File: config.mk
export PLATFORM = sky130hd
export DESIGN_NAME = feature_fetch_ctrl_flat
export DESIGN_NICKNAME = d
export VERILOG_FILES = /design/src/rtl/feature_fetch_ctrl_if.sv /design/src/rtl/feature_fetch_ctrl.sv /design/src/flat_wrapper.sv
export SDC_FILE = /design/constraint.sdc
export NUM_CORES = 1
export LEC_CHECK = 0
export CAP_MARGIN = 20
export CELL_PAD_IN_SITES_DETAIL_PLACEMENT = 1
export CELL_PAD_IN_SITES_GLOBAL_PLACEMENT = 1
export CORE_AREA = 2 2 223 225
export CTS_CLUSTER_DIAMETER = 100
export DETAILED_ROUTE_END_ITERATION = 12
export DIE_AREA = 0 0 225 227
export PLACE_DENSITY = 0.71
export RECOVER_POWER = 100
export SLEW_MARGIN = 20
export SYNTH_ARGS = -nofsm -noshare
export SYNTH_HDL_FRONTEND = slang
export SYNTH_SLANG_ARGS = --single-unit
File: constraint.sdc
create_clock -name clk -period 5.56 [get_ports clk]
set_input_delay 0.834 -clock clk [delete_from_list [all_inputs] [get_ports clk]]
set_output_delay 0.834 -clock clk [all_outputs]
set_load 0.005 [all_outputs]
File: src/rtl/feature_fetch_ctrl_if.sv
// Bundles the fetch-job control, SRAM read port and feature-loader write port
// of feature_fetch_ctrl; master is the controller side, slave the environment.
interface feature_fetch_ctrl_if #(
  parameter int inputWidth   = 256,
  parameter int addrWidth    = 8,
  parameter int elementWidth = 8,
  parameter int numElements  = 128,
  parameter int memAddrWidth = 16
) ();
  // job control
  logic                    start_i;
  logic [memAddrWidth-1:0] base_addr_i;
  logic [addrWidth:0]      num_elems_i;
  logic                    abort_i;
  // SRAM read port
  logic                    mem_req_o;
  logic [memAddrWidth-1:0] mem_addr_o;
  logic                    mem_gnt_i;
  logic                    mem_rvalid_i;
  logic [inputWidth-1:0]   mem_rdata_i;
  // feature-loader write port
  logic                    fl_wr_en_o;
  logic [addrWidth-1:0]    fl_addr_o;
  logic [inputWidth-1:0]   fl_data_o;
  // status
  logic                    busy_o;
  logic                    done_o;
  logic                    err_o;

  modport master (
    input  start_i, base_addr_i, num_elems_i, abort_i,
    input  mem_gnt_i, mem_rvalid_i, mem_rdata_i,
    output mem_req_o, mem_addr_o,
    output fl_wr_en_o, fl_addr_o, fl_data_o,
    output busy_o, done_o, err_o
  );

  modport slave (
    output start_i, base_addr_i, num_elems_i, abort_i,
    output mem_gnt_i, mem_rvalid_i, mem_rdata_i,
    input  mem_req_o, mem_addr_o,
    input  fl_wr_en_o, fl_addr_o, fl_data_o,
    input  busy_o, done_o, err_o
  );
endinterface

File: src/rtl/feature_fetch_ctrl.sv
// Fetches ceil(num_elems/EPW) SRAM words one request at a time into the feature loader.
// Define FEATURE_FETCH_ZERO_PAD_EN to zero the unused tail lanes of the last word.
module feature_fetch_ctrl #(
  parameter int inputWidth   = 256,
  parameter int addrWidth    = 8,
  parameter int elementWidth = 8,
  parameter int numElements  = 128,
  parameter int memAddrWidth = 16
) (
  input  logic clk,
  input  logic nrst,
  feature_fetch_ctrl_if.master bus
);
  localparam int EPW = inputWidth / elementWidth;
  localparam int CW  = addrWidth + 1;
  localparam logic [CW-1:0] EPW_C = CW'(EPW);
  localparam logic [CW-1:0] MAX_C = CW'(numElements);

  typedef enum logic [2:0] {IDLE, REQ, WAIT, WRITE, DRAIN} state_t;

  state_t                  state_reg;
  logic [CW-1:0]           w_reg;
  logic [CW-1:0]           words_reg;
  logic [memAddrWidth-1:0] mem_addr_reg;
  logic                    mem_req_reg;
  logic                    wr_en_reg;
  logic                    done_reg;
  logic                    err_reg;
  logic [addrWidth-1:0]    fl_addr_reg;
  logic [inputWidth-1:0]   data_reg;

  logic                    start_ok;
  logic                    last_word;
  logic [CW-1:0]           w_next;
  logic [inputWidth-1:0]   word_in;

  assign start_ok  = (bus.num_elems_i != '0) && (bus.num_elems_i <= MAX_C);
  assign w_next    = w_reg + CW'(1);
  assign last_word = (w_next == words_reg);

`ifdef FEATURE_FETCH_ZERO_PAD_EN
  logic [CW-1:0]         rem_reg;
  logic [inputWidth-1:0] keep_mask;

  // Lane 0 sits in the MSBs; only the final word of a ragged job is trimmed.
  generate
    for (genvar gi = 0; gi < EPW; gi++) begin : g_lane
      assign keep_mask[inputWidth-1-gi*elementWidth -: elementWidth] =
        {elementWidth{!last_word || (rem_reg == '0) || (CW'(gi) < rem_reg)}};
    end
  endgenerate

  assign word_in = bus.mem_rdata_i & keep_mask;
`else
  assign word_in = bus.mem_rdata_i;
`endif

  always_ff @(posedge clk or negedge nrst) begin
    if (!nrst) begin
      state_reg    <= IDLE;
      w_reg        <= '0;
      words_reg    <= '0;
      mem_addr_reg <= '0;
      mem_req_reg  <= 1'b0;
      wr_en_reg    <= 1'b0;
      done_reg     <= 1'b0;
      err_reg      <= 1'b0;
      fl_addr_reg  <= '0;
      data_reg     <= '0;
`ifdef FEATURE_FETCH_ZERO_PAD_EN
      rem_reg      <= '0;
`endif
    end else begin
      wr_en_reg <= 1'b0;
      done_reg  <= 1'b0;
      err_reg   <= 1'b0;
      case (state_reg)
        IDLE: begin
          if (bus.start_i) begin
            if (start_ok) begin
              words_reg    <= (bus.num_elems_i + EPW_C - CW'(1)) / EPW_C;
              w_reg        <= '0;
              mem_addr_reg <= bus.base_addr_i;
              mem_req_reg  <= 1'b1;
              state_reg    <= REQ;
`ifdef FEATURE_FETCH_ZERO_PAD_EN
              rem_reg      <= bus.num_elems_i % EPW_C;
`endif
            end else begin
              err_reg <= 1'b1;
            end
          end
        end
        REQ: begin
          if (bus.abort_i) begin
            // A grant taken together with the abort still owes us a response.
            mem_req_reg <= 1'b0;
            state_reg   <= bus.mem_gnt_i ? DRAIN : IDLE;
          end else if (bus.mem_gnt_i) begin
            mem_req_reg <= 1'b0;
            state_reg   <= WAIT;
          end
        end
        WAIT: begin
          if (bus.abort_i) begin
            state_reg <= bus.mem_rvalid_i ? IDLE : DRAIN;
          end else if (bus.mem_rvalid_i) begin
            data_reg    <= word_in;
            fl_addr_reg <= addrWidth'(w_reg * EPW_C);
            wr_en_reg   <= 1'b1;
            done_reg    <= last_word;
            state_reg   <= WRITE;
          end
        end
        WRITE: begin
          if (bus.abort_i) begin
            state_reg <= IDLE;
          end else begin
            w_reg <= w_next;
            if (last_word) begin
              state_reg <= IDLE;
            end else begin
              mem_addr_reg <= mem_addr_reg + memAddrWidth'(1);
              mem_req_reg  <= 1'b1;
              state_reg    <= REQ;
            end
          end
        end
        DRAIN: begin
          if (bus.mem_rvalid_i) begin
            state_reg <= IDLE;
          end
        end
        default: state_reg <= IDLE;
      endcase
    end
  end

  // An abort during WRITE suppresses the write and done already staged for this cycle.
  assign bus.fl_wr_en_o = wr_en_reg & ~bus.abort_i;
  assign bus.done_o     = done_reg & ~bus.abort_i;
  assign bus.err_o      = err_reg;
  assign bus.mem_req_o  = mem_req_reg;
  assign bus.mem_addr_o = mem_addr_reg;
  assign bus.fl_addr_o  = fl_addr_reg;
  assign bus.fl_data_o  = data_reg;
  assign bus.busy_o     = (state_reg != IDLE);
endmodule

File: src/flat_wrapper.sv
// flat-port wrapper written by rule: the top's interface ports become plain ports
module feature_fetch_ctrl_flat 
#(
  parameter int inputWidth   = 256,
  parameter int addrWidth    = 8,
  parameter int elementWidth = 8,
  parameter int numElements  = 128,
  parameter int memAddrWidth = 16
)
  (clk, nrst, bus_start_i, bus_base_addr_i, bus_num_elems_i, bus_abort_i, bus_mem_gnt_i, bus_mem_rvalid_i, bus_mem_rdata_i, bus_mem_req_o, bus_mem_addr_o, bus_fl_wr_en_o, bus_fl_addr_o, bus_fl_data_o, bus_busy_o, bus_done_o, bus_err_o);
  feature_fetch_ctrl_if #(.inputWidth(inputWidth), .addrWidth(addrWidth), .elementWidth(elementWidth), .numElements(numElements), .memAddrWidth(memAddrWidth)) bus_i ();
  input  logic clk;
  input  logic nrst;
  input wire logic [$bits(bus_i.start_i)-1:0] bus_start_i;
  input wire logic [$bits(bus_i.base_addr_i)-1:0] bus_base_addr_i;
  input wire logic [$bits(bus_i.num_elems_i)-1:0] bus_num_elems_i;
  input wire logic [$bits(bus_i.abort_i)-1:0] bus_abort_i;
  input wire logic [$bits(bus_i.mem_gnt_i)-1:0] bus_mem_gnt_i;
  input wire logic [$bits(bus_i.mem_rvalid_i)-1:0] bus_mem_rvalid_i;
  input wire logic [$bits(bus_i.mem_rdata_i)-1:0] bus_mem_rdata_i;
  output wire logic [$bits(bus_i.mem_req_o)-1:0] bus_mem_req_o;
  output wire logic [$bits(bus_i.mem_addr_o)-1:0] bus_mem_addr_o;
  output wire logic [$bits(bus_i.fl_wr_en_o)-1:0] bus_fl_wr_en_o;
  output wire logic [$bits(bus_i.fl_addr_o)-1:0] bus_fl_addr_o;
  output wire logic [$bits(bus_i.fl_data_o)-1:0] bus_fl_data_o;
  output wire logic [$bits(bus_i.busy_o)-1:0] bus_busy_o;
  output wire logic [$bits(bus_i.done_o)-1:0] bus_done_o;
  output wire logic [$bits(bus_i.err_o)-1:0] bus_err_o;
  assign bus_i.start_i = bus_start_i;
  assign bus_i.base_addr_i = bus_base_addr_i;
  assign bus_i.num_elems_i = bus_num_elems_i;
  assign bus_i.abort_i = bus_abort_i;
  assign bus_i.mem_gnt_i = bus_mem_gnt_i;
  assign bus_i.mem_rvalid_i = bus_mem_rvalid_i;
  assign bus_i.mem_rdata_i = bus_mem_rdata_i;
  assign bus_mem_req_o = bus_i.mem_req_o;
  assign bus_mem_addr_o = bus_i.mem_addr_o;
  assign bus_fl_wr_en_o = bus_i.fl_wr_en_o;
  assign bus_fl_addr_o = bus_i.fl_addr_o;
  assign bus_fl_data_o = bus_i.fl_data_o;
  assign bus_busy_o = bus_i.busy_o;
  assign bus_done_o = bus_i.done_o;
  assign bus_err_o = bus_i.err_o;
  feature_fetch_ctrl #(.inputWidth(inputWidth), .addrWidth(addrWidth), .elementWidth(elementWidth), .numElements(numElements), .memAddrWidth(memAddrWidth)) u_core (.clk(clk), .nrst(nrst), .bus(bus_i));
endmodule
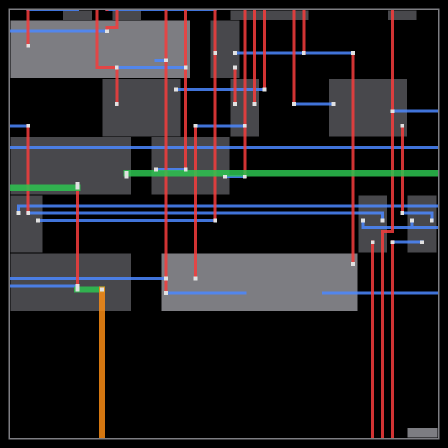
Figure 1: run 1, close-up of the layout.
Window x 159 to 179, y 160 to 180 um. Cells in gray, sequential cells in the stronger gray; small squares are vias.
| layer | color |
|---|---|
| metal 1 | blue |
| metal 2 | red |
| metal 4 | orange |
| metal 3 | green |
most frequent: nand2_1 (4)
netlist names of flops here include: u_core.bus.fl_data_o (2)
cells with their middle in the window: 12
sequential cells in the window: 2

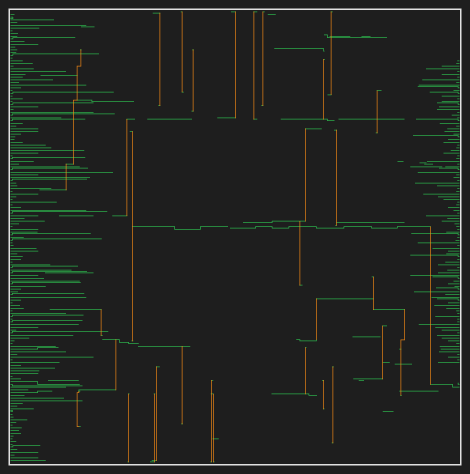
Figure 2: run 1, signal wires by layer.
(2 px per um) Two of the layers only.
| layer | color | wire length |
|---|---|---|
| metal 4 | orange | 1,260 um |
| metal 3 | green | 4,180 um |

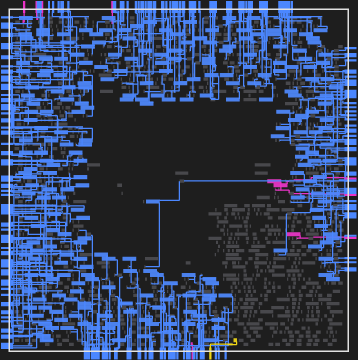
Figure 3: run 1, nets reached from selected ports.
(1.5 px per um)
| port | color | direction | end cells | buffers | wire |
|---|---|---|---|---|---|
| bus_fl_wr_en_o | yellow | output | 1 | 1 | 26.6 um |
| bus_fl_addr_o | magenta | output | 8 | 3 | 158 um |
| bus_fl_data_o | blue | output | 256 | 256 | 12,000 um |

==> qor.txt, run 1 <==
Placeable Area: 0.0485 mm2
Crit-path slowest cell: clkbuf_1
Initial DRC Count: 508
Register share after synthesis: 60.8%
CTS Buf Count: 38
Violated checks: max-capacitance violations, max-slew violations
Chip Area, Yosys: 0.0122 mm2
First-pass GRT wire length: 72.0 mm
Critical path, cell by cell: dlygate4sd3_1 -> nor2_1 -> nand3_4 -> inv_8 -> clkbuf_1 -> nand2_1 -> nand2_1
Fin crit period: 4240 ps
Cell area leaders: dfrtp_1 (61%), nand2_1 (25%), clkbuf_1 (2.0%)
Worst reg2reg path startpoint: u_core.state_reg[2]$_DFFE_PN0P_
Syn_area_per_cell: 8.76 um2
Synth Area in Compound Gates: 5.10%
Crit-path most repeated cell: nand2_1
Outcome: complete, but fails checks
Top Ports: 572
Fin. Hold Viols: 0
Reg2Reg Setup Slack: 1750 ps
Slew @ Worst Pin: 2010 ps
Util after Layout: 40.5%
Post-Synthesis Cells: 1,387
Clock Path Buffers: 3
Max FFs per register: 256
Final worst path period share: 76.2%
Max-cap violations: 4
Logic pwr share: 35.5%
Logic area: 0.00439 mm2
Min-delay worst type: in2async
Vias: 11,600
Pins over their slew limit: 184
Sw Share: 32.2%
Slew Limit Headroom: -34.0%
Adder-Cell Fraction of Synth Area: 0.206%
==> run 1: power by group through the flow <==
stage / sequential, W / clock, W / combinational, W
after global routing: 0.00392 / 0.00267 / 0.00384
after global placement: 0.00380 / 0 / 0.00379
after floorplan: 0.00381 / 0 / 0.00107
after detailed placement: 0.00383 / 0 / 0.00390
after CTS: 0.00384 / 0.00260 / 0.00392
final: 0.00377 / 0.00251 / 0.00346
==> run 1: worst reg2reg max path: stages (launching register included) <==
cell and delay, ps:
dfrtp_1 490, nor2_1 330, nand3_4 570, inv_8 860, clkbuf_1 1170, nand2_1 180
nand2_1 140
==> run 1: worst max-delay path by stage <==
stage                       start                                    end  slack [ps]  depth (start not counted)
6_report              bus_abort_i  u_core.bus.fl_data_o[238]$_DFFE_PN0P_        1320                          7
5_1_grt               bus_abort_i  u_core.bus.fl_data_o[238]$_DFFE_PN0P_        1010                          7
4_1_cts               bus_abort_i  u_core.bus.fl_data_o[238]$_DFFE_PN0P_        2110                          7
3_5_place_dp          bus_abort_i  u_core.bus.fl_data_o[238]$_DFFE_PN0P_        1540                          7
3_3_place_gp          bus_abort_i   u_core.bus.fl_data_o[85]$_DFFE_PN0P_        1670                          7
2_1_floorplan  bus_num_elems_i[1]   u_core.bus.mem_addr_o[4]$_DFFE_PN0P_        3270                          8
==> run 1: placed cells by master, fill, tap and decap left out, drive strengths merged, types with 4 or more instances in the layout <==
cell type      count
a21oi             11
a32o               6
and2               4
and3              10
and4               4
buf                7
clkbuf            63
clkdlybuf4s50    283
clkinv             7
conb               5
dfrtp            295
dlygate4sd3      282
inv               11
nand2            813
nand3             12
nand4              9
nor2              24
nor2b              4
nor3               8
nor4b              5
o211ai             5
o21ai             29
o311ai             4
o31ai              5
xnor2              5
xor2               6
==> run 1: cell type report <==
type                       instances  area share, %
inverter                           9          0.210
antenna                            1         0.0127
clock buffer                      57           5.93
clock inverter                    11          0.586
multi-input combinational       1008           22.4
tap                              622           3.96
sequential                       295           37.6
timing repair buffer             578           29.4
==> run 1: layer usage <==
layer | global-route usage, % | vias to the layer above | part of all wire, %
met4 | 5.96 | 0 | 2.7
met1 | 20.1 | 5627 | 38
met3 | 6.57 | 73 | 8.9
met2 | 31.4 | 397 | 50
met5 | 0 | - | 0
li1 | - | 5459 | -
==> run 1: cells in the mapped netlist (all sizes together), types with 2 or more instances <==
library cell / count
a31oi: 2
a32o: 6
nor2b: 4
nand2b: 2
a22o: 3
a22oi: 2
clkbuf: 64
and3: 10
nand3: 12
a211oi: 3
o311ai: 4
nor4b: 5
dfrtp: 295
and2: 4
a21oi: 11
buf: 15
xnor2: 5
o41ai: 2
nand4: 9
and4: 4
o211ai: 5
o31ai: 5
ha: 2
o22ai: 2
or3: 3
nor4: 3
o21ai: 29
inv: 9
nor3: 8
nand2: 813
xor2: 6
nor2: 24
o311a: 2
==> run 1: through the flow <==
step / cell area [um2] / setup WS, ps / power (W)
6_report: 19600 / 1320 / 0.00974
5_1_grt: 19600 / 1010 / 0.0104
4_1_cts: 19700 / 2110 / 0.0104
3_5_place_dp: 18400 / 1540 / 0.00773
3_3_place_gp: 18400 / 1670 / 0.00759
2_1_floorplan: 12200 / 3270 / 0.00487
Figure 4. Met2 routing (run 1).
(1.5 px per um)
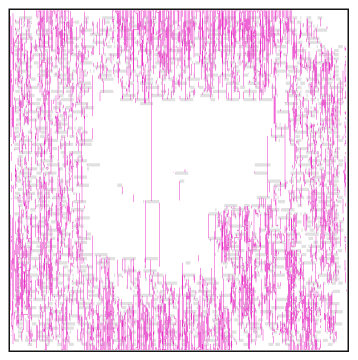

==> run 1 -> run 2 <==
--- a/config.mk
+++ b/config.mk
@@ -8,11 +8,11 @@
 export CAP_MARGIN = 20
 export CELL_PAD_IN_SITES_DETAIL_PLACEMENT = 1
 export CELL_PAD_IN_SITES_GLOBAL_PLACEMENT = 1
-export CORE_AREA = 2 2 223 225
+export CORE_AREA = 2 2 222 224
 export CTS_CLUSTER_DIAMETER = 100
 export DETAILED_ROUTE_END_ITERATION = 12
-export DIE_AREA = 0 0 225 227
-export PLACE_DENSITY = 0.71
+export DIE_AREA = 0 0 224 226
+export PLACE_DENSITY = 0.75
 export RECOVER_POWER = 100
 export SLEW_MARGIN = 20
 export SYNTH_ARGS = -nofsm -noshare
==> constraint.sdc (replaced) <==
create_clock -name clk -period 3.5 [get_ports clk]
set_input_delay 0.525 -clock clk [delete_from_list [all_inputs] [get_ports clk]]
set_output_delay 0.525 -clock clk [all_outputs]
set_load 0.005 [all_outputs]
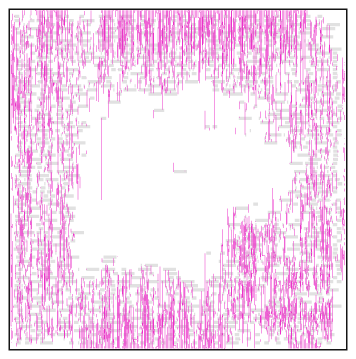
Figure 5: run 2, met2 routing.
(1.5 px per um)
share of all routed wire: 49%
nets with wire on the layer: 1,926
main direction: vertical
longest straight run: 75.0 um
vias: 11,600
Routed WL: 46.2 mm
met2 Resource Use GR: 30.0%

==> qor.txt, run 2 <==
Initial DRC Count: 528 (was 508)
Top Ports: 572 (unchanged)
First-pass GRT wire length: 71.2 mm (was 72.0 mm)
Outcome: complete, but fails checks (unchanged)
Fin worst setup slack: 533 ps (was 1320 ps)
Fin. Hold Viols: 0 (unchanged)
Critical path, cell by cell: dlygate4sd3_1 -> nor2_1 -> nand3_4 -> clkinvlp_4 -> buf_6 -> nand2_1 -> nand2_1 (was dlygate4sd3_1 -> nor2_1 -> nand3_4 -> inv_8 -> clkbuf_1 -> nand2_1 -> nand2_1)
Commonest Layout Cell: nand2_1 (unchanged)
Fin crit period: 2970 ps
Syn_area_per_cell: 8.76 um2 (unchanged)
Post-Synthesis Cells: 1,387 (unchanged)
Register share after synthesis: 60.8% (unchanged)
Max-cap violations: 1 (was 4)
Slew Limit Headroom: -59.0% (was -34.0%)
Share of cells above drive strength 1: 4.33% (was 4.34%)
Min-delay worst type: reg2reg (was in2async)
Violated checks: max-capacitance violations, max-slew violations (unchanged)
Crit-path slowest cell: clkinvlp_4 (was clkbuf_1)
Area of placed instances: 0.0185 mm2 (was 0.0184 mm2)
Finished Cell Area: 0.0197 mm2 (was 0.0196 mm2)
Cell area leaders: dfrtp_1 (61%), nand2_1 (25%), clkbuf_1 (2.0%) (unchanged)
Max FFs per register: 256 (unchanged)
Pins over their slew limit: 79 (was 184)
Chip Area, Yosys: 0.0122 mm2 (unchanged)
Worst slack, placed: 661 ps (was 1540 ps)
Placeable Area: 0.0483 mm2 (was 0.0485 mm2)
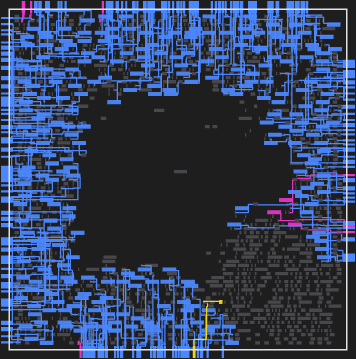
Figure 6: run 2, nets reached from selected ports.
(1.5 px per um)
| port | color | direction | end cells | buffers | wire |
|---|---|---|---|---|---|
| bus_fl_data_o | blue | output | 256 | 256 | 11,100 um |
| bus_fl_addr_o | magenta | output | 8 | 3 | 163 um |
| bus_fl_wr_en_o | yellow | output | 1 | 1 | 52.0 um |

## run 2: power by group
part / switching [W] / total, W / internal [W]
Sequential: 0.000951 / 0.00595 / 0.00500
Combinational: 0.00247 / 0.00554 / 0.00307
Clock: 0.00148 / 0.00386 / 0.00238
Total: 0.00491 / 0.0154 / 0.0104
## run 2: cell type report
class | count | area, um2 | share of cell area (%)
sequential | 295 | 7380 | 37.5
multi-input combinational | 1008 | 4410 | 22.4
inverter | 9 | 37.5 | 0.190
antenna | 4 | 10.0 | 0.0508
timing repair buffer | 586 | 5860 | 29.7
clock buffer | 54 | 1120 | 5.71
clock inverter | 11 | 113 | 0.571
tap | 622 | 778 | 3.95
## run 2: worst paths after layout
path | slack [ps] | start | endpoint | cells after the start
min reg2reg | 470 | u_core.bus.fl_addr_o[5]$_DFFE_PN0P_ | u_core.bus.fl_addr_o[5]$_DFFE_PN0P_ | 2
min in group asynchronous | 670 | nrst | u_core.bus.mem_addr_o[0]$_DFFE_PN0P_ | 1
max | 530 | bus_abort_i | u_core.bus.fl_data_o[95]$_DFFE_PN0P_ | 7
max reg2reg | 610 | u_core.state_reg[1]$_DFFE_PN0P_ | u_core.bus.mem_addr_o[10]$_DFFE_PN0P_ | 6
max in group asynchronous | 710 | nrst | u_core.bus.fl_data_o[34]$_DFFE_PN0P_ | 2
min | 470 | u_core.bus.fl_addr_o[5]$_DFFE_PN0P_ | u_core.bus.fl_addr_o[5]$_DFFE_PN0P_ | 2
## run 2: metrics by stage
stage | instances | power, W | utilization [%]
after detailed placement | 2520 | 0.0123 | 38.3
after global placement | 2520 | 0.0120 | 38.3
after CTS | 2585 | 0.0163 | 40.9
after global routing | 2589 | 0.0164 | 40.8
final | 2589 | 0.0154 | 40.8
after floorplan | 1391 | 0.00774 | -
## run 2: tightest hold or removal path, cell delays in order, from the launching register on
cell	delay [ps]
dfrtp_1	330
nand2_1	50
nand2_1	50
## run 2: cells by family after synthesis
family / Yosys count / share of synthesized area [%]
simple gates: 904 / 29.8
flops: 295 / 60.8
buf+inv: 88 / 3.15
compound gates: 85 / 5.10
xor+xnor: 11 / 0.855
fa+ha+maj: 2 / 0.206
other cells: 1 / 0.0309
mux: 1 / 0.0824
## run 2: layer usage
metal	GRT usage (%)	vias up	share of wire, %	wire, um
met5	0	-	0.028	13
met4	6.77	2	3.3	1510
met3	6.82	95	8.7	4010
met2	30.0	401	49	22400
met1	20.7	5617	39	18200
li1	-	5465	-	-
Figure 7. Signal wires by layer (run 2).
(2 px per um) Two of the layers only.
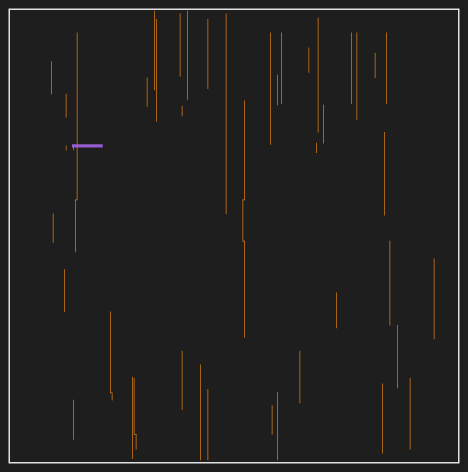

==> run 2 -> run 3 <==
==> constraint.sdc (replaced) <==
create_clock -name clk -period 2.7 [get_ports clk]
set_input_delay 0.405 -clock clk [delete_from_list [all_inputs] [get_ports clk]]
set_output_delay 0.405 -clock clk [all_outputs]
set_load 0.005 [all_outputs]
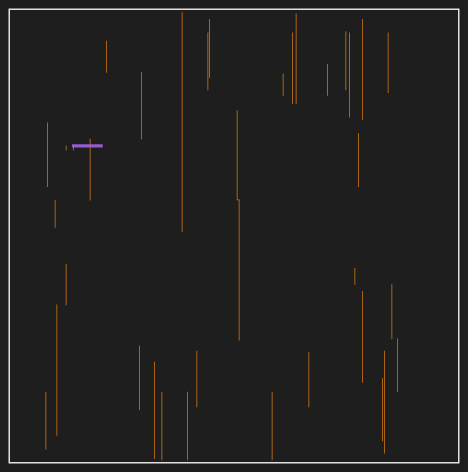
Figure 8: run 3, signal wires by layer.
(2 px per um) Two of the layers only.
| layer | color | wire length |
|---|---|---|
| metal 4 | orange | 1,240 um |
| metal 5 | purple | 13.8 um |
Routed WL: 47.3 mm
DR WL/cell: 18.1 um
vias: 11,700
All-Layer GR Usage: 18.2%

==> qor.txt, run 3 <==
Final Total Pwr: 0.0203 W (was 0.0154 W)
Syn_area_per_cell: 8.76 um2 (unchanged)
Capture point of the worst reg-to-reg path: u_core.bus.mem_addr_o[6]$_DFFE_PN0P_ (was u_core.bus.mem_addr_o[10]$_DFFE_PN0P_)
Placeable Area: 0.0483 mm2 (unchanged)
Worst reg2reg path startpoint: u_core.w_reg[1]$_DFFE_PN0P_ (was u_core.state_reg[1]$_DFFE_PN0P_)
Global route hottest layer: met2 (unchanged)
CTS Buf Count: 37 (was 38)
First-pass GRT wire length: 72.4 mm (was 71.2 mm)
Inst Count DP: 2,534 (was 2,520)
Register share after synthesis: 60.8% (unchanged)
Fin crit period: 2530 ps
Port buffer count: 566 (unchanged)
Pins over their slew limit: 68 (was 79)
Grt met3 use: 6.22% (was 6.82%)
Int Power: 0.0139 W (was 0.0104 W)
Reg power frac: 38.0% (was 38.8%)
Logic pwr share: 35.6% (was 36.1%)
End of the worst hold path: u_core.bus.fl_data_o[124]$_DFFE_PN0P_ (was u_core.bus.fl_addr_o[5]$_DFFE_PN0P_)
Total die size: 0.0506 mm2 (unchanged)
R2R depth: 7 (was 6)
Clk pwr share: 26.4% (was 25.1%)
Fin cells: 2,606 (was 2,589)
HP Start: bus_mem_rdata_i[124] (was u_core.bus.fl_addr_o[5]$_DFFE_PN0P_)
Unrepaired setup endpoints after global routing: false (unchanged)
Met2 Resource Use GR: 31.2% (was 30.0%)
Commonest Layout Cell: nand2_1 (unchanged)
Slew Limit Headroom: -35.5% (was -59.0%)
Final worst path period share: 93.8%
Sw Share: 31.8% (was 32.0%)
Most numerous cell in the Yosys netlist: nand2_1 (unchanged)
Top Ports: 572 (unchanged)
NetSw: 0.00645 W (was 0.00491 W)
Slew @ Worst Pin: 2030 ps (was 2380 ps)
Clock Path Buffers: 3 (unchanged)
Violated checks: max-capacitance violations, max-slew violations (unchanged)
Peak supply drop: 648 uV (was 426 uV)
Cell area leaders: dfrtp_1 (61%), nand2_1 (25%), clkbuf_1 (2.0%) (unchanged)
Reg2Reg Setup Slack: 180 ps (was 610 ps)
Fin. Hold Viols: 0 (unchanged)
Share of cells above drive strength 1: 5.45% (was 4.33%)
Final routed DRC violation total: 0 (unchanged)
Dominant logic cell types in the final layout: nand2_1 (813), dfrtp_1 (295), clkdlybuf4s50_1 (284), dlygate4sd3_1 (282), clkbuf_16 (39) (was nand2_1 (813), dfrtp_1 (295), clkdlybuf4s50_1 (283), dlygate4sd3_1 (282), clkbuf_16 (41))
Final Setup Violations: 0 (unchanged)
Outcome: complete, but fails checks (unchanged)
Initial DRC Count: 576 (was 528)
Max FFs per register: 256 (unchanged)
Min-Delay Path Depth: 3 (was 2)
Max-cap violations: 1 (unchanged)
Critical path, cell by cell: or3_1 -> dlygate4sd3_1 (was dlygate4sd3_1 -> nor2_1 -> nand3_4 -> clkinvlp_4 -> buf_6 -> nand2_1 -> nand2_1)
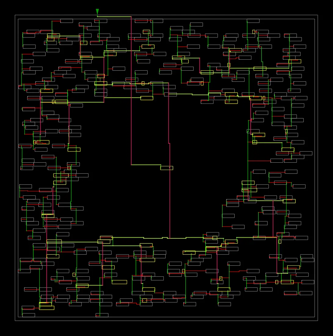
Figure 9: run 3, clock routing.
Layout Skew: 13.6 ps
Sink Count: 295

[run 3: cell counts after synthesis]
No cell type changed its count.
[run 3: logic make-up (layout without fill, tap and decap cells)]
logic type	after synthesis	count (layout)	synth area share [%]
mux	1	1	0.0824
xor+xnor	11	11	0.855
buf+inv	88	678	3.15
compound gates	85	85	5.10
fa+ha+maj	2	2	0.206
simple gates	904	904	29.8
other cells	1	8	0.0309
flops	295	295	60.8
[run 3: area by class of cell]
cell class                 count  area [um2]  area share, %
antenna                        3        7.51         0.0377
tap                          622         778           3.91
clock buffer                  48        1060           5.32
clock inverter                20         265           1.33
timing repair buffer         601        5970           30.0
inverter                       9        37.5          0.189
sequential                   295        7380           37.1
multi-input combinational   1008        4410           22.1
[run 3: timing repair]
item,CTS,global route
hold endpoints to repair,60,0
resized,0,0
hold buffers,1,0
[run 3: metrics by stage]
step | utilization, % | setup slack [ps] | instance area, um2
after floorplan | - | 456 | 12200
final | 41.2 | 169 | 19900
after CTS | 41.3 | 167 | 20000
after detailed placement | 38.6 | 72.1 | 18700
after global placement | 38.6 | 173 | 18700
after global routing | 41.2 | 20.7 | 19900
[run 3: power by group through the flow]
stage | logic, W | clock network (W) | registers (W)
after global placement | 0.00790 | 0 | 0.00775
after floorplan | 0.00220 | 0 | 0.00784
after CTS | 0.00818 | 0.00553 | 0.00784
after global routing | 0.00800 | 0.00569 | 0.00801
final | 0.00723 | 0.00536 | 0.00772
after detailed placement | 0.00809 | 0 | 0.00787
[run 3: how the worst max path moves through the flow]
stage	start	endpoint	slack, ps	depth (start not counted)
after global placement	bus_num_elems_i[6]	u_core.w_reg[8]$_DFFE_PN0P_	170	8
final	u_core.state_reg[2]$_DFFE_PN0P_	bus_busy_o	170	2
after global routing	u_core.w_reg[1]$_DFFE_PN0P_	u_core.bus.mem_addr_o[7]$_DFFE_PN0P_	20	8
after floorplan	u_core.w_reg[0]$_DFFE_PN0P_	u_core.bus.mem_addr_o[13]$_DFFE_PN0P_	460	7
after detailed placement	bus_num_elems_i[6]	u_core.w_reg[2]$_DFFE_PN0P_	70	8
after CTS	u_core.w_reg[1]$_DFFE_PN0P_	u_core.bus.mem_addr_o[6]$_DFFE_PN0P_	170	7
[run 3: layer usage]
metal	vias to the layer above	routed length (um)
li1	5497	-
met1	5685	18700
met2	391	23600
met3	82	3780
met4	2	1240
met5	-	13
[run 3: critical path: cells and delay by family (launching register included)]
kind / cells / cell delay, ps
buffers and inverters: 1 / 620
DFF: 1 / 500
and+or+nand+nor: 1 / 470
Power is estimated from default activity; no workload was simulated.
